File: src/rtl/seq_mac_explorer_pkg.sv
`default_nettype none
// ============================================================================
// Module      : seq_mac_explorer_pkg
// Description : Operation encodings and FSM state type for seq_mac_explorer.
// Revision    : 1.0 - initial release
// ============================================================================
package seq_mac_explorer_pkg;

    localparam logic [1:0] MODE_MULT  = 2'b00;
    localparam logic [1:0] MODE_ADD   = 2'b01;
    localparam logic [1:0] MODE_MAC   = 2'b10;
    localparam logic [1:0] MODE_CLEAR = 2'b11;

    typedef enum logic [1:0] {
        ST_IDLE  = 2'd0,
        ST_MUL   = 2'd1,
        ST_WRITE = 2'd2
    } state_t;

endpackage
`default_nettype wire

File: src/rtl/seq_mac_explorer_operand_shifter.sv
`default_nettype none
// ============================================================================
// Module      : operand_shifter
// Description : WIDTH-bit MSB-first serial-in shift register with enable.
// Revision    : 1.0 - initial release
// ============================================================================
module operand_shifter #(
    parameter int WIDTH = 6
) (
    input  logic             clk,
    input  logic             reset,
    input  logic             i_en,
    input  logic             i_sin,
    output logic [WIDTH-1:0] o_q
);

    logic [WIDTH-1:0] r_q;

    always_ff @(posedge clk) begin
        if (reset) begin
            r_q <= '0;
        end else if (i_en) begin
            r_q <= {r_q[WIDTH-2:0], i_sin};
        end
    end

    assign o_q = r_q;

endmodule
`default_nettype wire

File: src/rtl/seq_mac_explorer.sv
`default_nettype none
// ============================================================================
// Module      : seq_mac_explorer
// Description : Serial-loaded operands feeding an iterative multiply / add /
//               multiply-accumulate unit with byte-addressable result.
// Revision    : 1.0 - initial release
// ============================================================================
module seq_mac_explorer
    import seq_mac_explorer_pkg::*;
#(
    parameter int WIDTH     = 6,
    parameter int ACC_WIDTH = 2*WIDTH+4
) (
    input  logic       clk,
    input  logic       reset,
    input  logic       ena,
    input  logic       sin_a,
    input  logic       sin_b,
    input  logic       shift,
    input  logic       start,
    input  logic [1:0] mode,
    input  logic [1:0] byte_sel,
    output logic [7:0] dout,
    output logic       busy,
    output logic       done,
    output logic       overflow
);

    localparam int c_CNT_W = (WIDTH > 2) ? $clog2(WIDTH) : 1;

    state_t               r_state;
    logic [1:0]           r_mode;
    logic [WIDTH-1:0]     r_wa;
    logic [WIDTH-1:0]     r_wb;
    logic [2*WIDTH-1:0]   r_prod;
    logic [c_CNT_W-1:0]   r_cnt;
    logic [ACC_WIDTH-1:0] r_acc;
    logic [31:0]          r_result;
    logic                 r_done;
    logic                 r_ovf;

    logic [WIDTH-1:0]     w_a;
    logic [WIDTH-1:0]     w_b;
    logic                 w_shift_en;
    logic [WIDTH:0]       w_upper_sum;
    logic [2*WIDTH-1:0]   w_prod_next;
    logic [WIDTH:0]       w_add;
    logic [ACC_WIDTH:0]   w_mac_sum;

    assign busy       = (r_state != ST_IDLE);
    assign w_shift_en = ena & shift & ~busy;

    operand_shifter #(.WIDTH(WIDTH)) u_shift_a (
        .clk   (clk),
        .reset (reset),
        .i_en  (w_shift_en),
        .i_sin (sin_a),
        .o_q   (w_a)
    );

    operand_shifter #(.WIDTH(WIDTH)) u_shift_b (
        .clk   (clk),
        .reset (reset),
        .i_en  (w_shift_en),
        .i_sin (sin_b),
        .o_q   (w_b)
    );

    // Product register holds {partial sum, remaining multiplier bits}; each
    // step conditionally adds A into the top half and shifts right by one.
    assign w_upper_sum = {1'b0, r_prod[2*WIDTH-1:WIDTH]} + (r_prod[0] ? {1'b0, r_wa} : '0);
    assign w_prod_next = {w_upper_sum, r_prod[WIDTH-1:1]};
    assign w_add       = {1'b0, r_wa} + {1'b0, r_wb};
    assign w_mac_sum   = {1'b0, r_acc} + (ACC_WIDTH+1)'(r_prod);

    always_ff @(posedge clk) begin
        if (reset) begin
            r_state  <= ST_IDLE;
            r_mode   <= MODE_MULT;
            r_wa     <= '0;
            r_wb     <= '0;
            r_prod   <= '0;
            r_cnt    <= '0;
            r_acc    <= '0;
            r_result <= '0;
            r_done   <= 1'b0;
            r_ovf    <= 1'b0;
        end else if (ena) begin
            r_done <= 1'b0;
            case (r_state)
                ST_IDLE: begin
                    if (start) begin
                        r_mode  <= mode;
                        r_wa    <= w_a;
                        r_wb    <= w_b;
                        r_prod  <= {{WIDTH{1'b0}}, w_b};
                        r_cnt   <= '0;
                        r_state <= (mode == MODE_MULT || mode == MODE_MAC) ? ST_MUL : ST_WRITE;
                    end
                end
                ST_MUL: begin
                    r_prod <= w_prod_next;
                    r_cnt  <= r_cnt + c_CNT_W'(1);
                    if (r_cnt == c_CNT_W'(WIDTH-1)) begin
                        r_state <= ST_WRITE;
                    end
                end
                ST_WRITE: begin
                    case (r_mode)
                        MODE_MULT: r_result <= 32'(r_prod);
                        MODE_ADD:  r_result <= 32'(w_add);
                        MODE_MAC: begin
                            r_acc    <= w_mac_sum[ACC_WIDTH-1:0];
                            r_result <= 32'(w_mac_sum[ACC_WIDTH-1:0]);
                            if (w_mac_sum[ACC_WIDTH]) begin
                                r_ovf <= 1'b1;
                            end
                        end
                        default: begin
                            r_acc    <= '0;
                            r_result <= '0;
                            r_ovf    <= 1'b0;
                        end
                    endcase
                    r_done  <= 1'b1;
                    r_state <= ST_IDLE;
                end
                default: r_state <= ST_IDLE;
            endcase
        end
    end

    assign dout     = r_result[{byte_sel, 3'b000} +: 8];
    assign done     = r_done;
    assign overflow = r_ovf;

endmodule
`default_nettype wire

File: config.mk
export PLATFORM = sky130hd
export DESIGN_NAME = seq_mac_explorer
export DESIGN_NICKNAME = d
export VERILOG_FILES = /design/src/rtl/seq_mac_explorer_pkg.sv /design/src/rtl/seq_mac_explorer_operand_shifter.sv /design/src/rtl/seq_mac_explorer.sv
export SDC_FILE = /design/constraint.sdc
export NUM_CORES = 1
export LEC_CHECK = 0
export ABC_AREA = 0
export CORE_MARGIN = 8
export CORE_UTILIZATION = 25
export CTS_CLUSTER_SIZE = 8
export DETAILED_ROUTE_END_ITERATION = 7
export GPL_TIMING_DRIVEN = 0
export PLACE_DENSITY = 0.37
export SLEW_MARGIN = 40
export SYNTH_ARGS = -nofsm -noshare
export SYNTH_HDL_FRONTEND = slang
export SYNTH_SLANG_ARGS = --single-unit
File: constraint.sdc
create_clock -name clk -period 5 [get_ports clk]
set_input_delay 1 -clock clk [delete_from_list [all_inputs] [get_ports clk]]
set_output_delay 1 -clock clk [all_outputs]
set_load 0.02 [all_outputs]
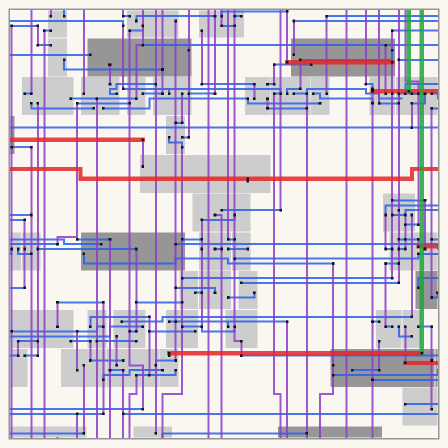
*A small window of the routed layout*
Window x 59 to 89, y 59 to 89 µm. Cells in grey, sequential cells in the stronger grey; small squares are vias.
Purple marks M2. Green marks M4. Red marks M3. Blue marks M1.
40 logic cells have their middle in the window. Netlist names of flops here include r_result (2). Most frequent: nand2_1 (6), clkbuf_1 (5), dfxtp_1 (4). Sequential cells in the window: 4.

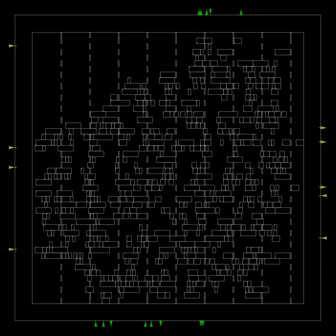
*Placed standard cells*
flop share of the area: 0.305
Rows: 48

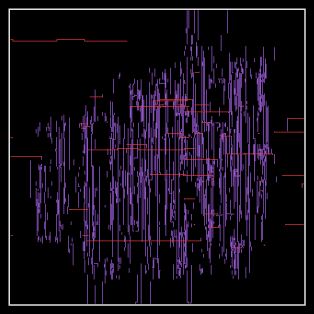
*Wiring by layer*
Drawn at 2 px/µm. Only two layers are drawn.
Red marks M3, wire length 494 µm. Purple marks M2, wire length 6680 µm.
total track usage: 0.136
Detailed Route WL: 14.4 mm

## routing by layer
| metal | vias to the layer above | wire length (µm) |
|---|---|---|
| li1 | 1971 | - |
| met2 | 70 | 6680 |
| met1 | 1818 | 6760 |
| met4 | 0 | 438 |
| met5 | - | 0 |
| met3 | 28 | 493 |
## layout make-up
cell class	count	share of cell area
plain buffers	30	0.0262
clock buffers	10	0.0472
flip-flops and latches	77	0.305
multi-input cells	418	0.510
clock inverters	6	0.00915
well taps	225	0.0556
inverters	13	0.00964
repair buffers	19	0.0376
## worst register-to-register path: stages, from the launching register on
cell	delay, ps
dfxtp_1	490
ha_1	230
inv_1	60
fa_1	420
nor2b_1	190
o211ai_1	150
a21o_1	220
a211o_1	340
a211o_1	320
nand3_1	80
## registers in the layout, indices dropped and copies added (netlist names)
name and count:
done 1, overflow 1, r_acc 16, r_cnt 3, r_mode 2, r_prod 12, r_result 16, r_state 2
r_wa 6, r_wb 6, u_shift_a.o_q 6, u_shift_b.o_q 6
## cell usage after synthesis (5+ instances only)
cell type	count
nand2_1	90
dfxtp_1	77
a21oi_1	69
nor2_1	42
ha_1	26
clkbuf_1	23
mux2i_1	19
o21ai_0	18
nand3_1	15
inv_1	13
a21o_1	12
a211oi_1	10
and2_1	9
nor2b_1	9
and3_1	7
nor3_1	7
o211ai_1	7
nand3b_1	6
nand4_1	6
or3_1	6
xor2_1	6
xnor2_1	5
## cells by family after synthesis
family | synth area share
simple gates | 0.224
compound gates | 0.219
flops | 0.359
buf+inv | 0.0419
fa+ha+maj | 0.0897
mux | 0.0443
xor+xnor | 0.0224
## how the worst max path moves through the flow
stage	cells after the start	end	start	slack, ps
after CTS	4	dout[1]	byte_sel[0]	1510
final	4	dout[1]	byte_sel[0]	1530
after detailed placement	4	dout[1]	byte_sel[0]	1510
after global routing	4	dout[1]	byte_sel[0]	1400
after floorplan	3	dout[0]	byte_sel[0]	2220
after global placement	4	dout[1]	byte_sel[0]	1440
## power by group through the flow
| stage | sequential, µW | clock (µW) | combinational (µW) |
|---|---|---|---|
| global route | 640 | 691 | 129 |
| floorplan | 647 | 0 | 74.5 |
| detailed placement | 652 | 0 | 118 |
| global placement | 652 | 0 | 118 |
| finish | 638 | 643 | 116 |
| CTS | 638 | 667 | 118 |
## per-stage QoR
step                 util  hold slack, ps  area (µm²)  std cells  total power (µW)
floorplan               -             425        4300        538               722
global placement    0.280             440        4770        782               771
detailed placement  0.280             446        4770        782               770
CTS                 0.297             456        5060        798              1420
global route        0.297             473        5060        798              1460
finish              0.297             452        5060        798              1400
==> results.yml <==
# yosys + openroad results
run_status:
  run_status: "finished, final reports clean"
clock_network:
  postCtsHoldBufs: 0
  numCtsBuffers: 9
  cts_tree: "built"
  clkTransAtPathRegs_ps: 60
  clock-sinks: 77
  postCtsSetupRepairBufs: 0
synth:
  async_flop_share: 0
  ys_seq_frac: 0.359
  edf_count: 0
  yosys_area_um2: 4300
  yosys_warnings: 0
  syn_nets: 578
  yosysCellCount: 538
  dominantRegCellSynth: "dfxtp_1"
  ys_ff: 77
  yosysTopAreaCell: "dfxtp_1"
  syn_area_um2: 4300
finish:
  drive_above_1_share: 0.0471
  area_delta_synth_final_pct: 17.8
  ff_latch_area_um2: 1540
  nets: 608
  diodes: 0
  final_cell_mix: "90 x nand2_1, 77 x dfxtp_1, 69 x a21oi_1, 42 x nor2_1, 26 x ha_1"
  area.combinational_um2: 2580
  lay_top_count: "nand2_1"
final_timing:
  slew_violations: 0
  rsz0062_at_grt: "no"
  final_hold_viol_count: 0
  slew_headroom: 0.533
  setup_tns_ps: 0
  fmax_mhz: 289
  skew_ps: 20.0
  finalSetupViolations: 0
  min_period_over_period: 0.693
detailed_routing:
  dr.pass1.iters: 4
  route.detailed.drc: 0
  wl_per_cell_um: 18.0
  drt-vias-per-instance: 4.87
run:
  maxCapViolCount: 0
pwr:
  internal-power_uw: 1020
  p_clk_frac: 0.460
  sw_frac_of_total: 0.272
  p_sw_uw: 380
worst_setup_path:
  reg2reg_depth: 9
  reg2reg_to: "r_result[14]"
  cp_slowest_stage_delay_ps: 610
  cp_max_fo: 8
  cp_data_required_time_ps: 4000
  startpoint_type: "input pin"
  slowest_stage: "clkdlybuf4s50_1"
  arrival_ps: 2470
  criticalPathCategory: "input pin to output pin"
  r2r_slack_ps: 2450
global_routing:
  overflow: 0
  grt_pass1_wl_mm: 22.6
  antenna_found_initial: 0
  grtUsageMet1: 0.168
  grt_max_degree: 15
  globalRoute.busiestLayer: "met2"
  use_met2: 0.225
die:
  num_io_pins: 22
  fp_util: 0.252
  die_h_um: 147
  die_w_um: 147
  core-area_um2: 17100
  dieArea_um2: 21600
place:
  post-dp-hpwl_mm: 10.7
  portBuffers: 19
  dp_slack_ps: 1510
  place.gp.congestion: 0.774
min_path:
  hold_path_end: "r_wa[5]"
Power figures rest on the tool's default switching activity, not on a simulated workload.
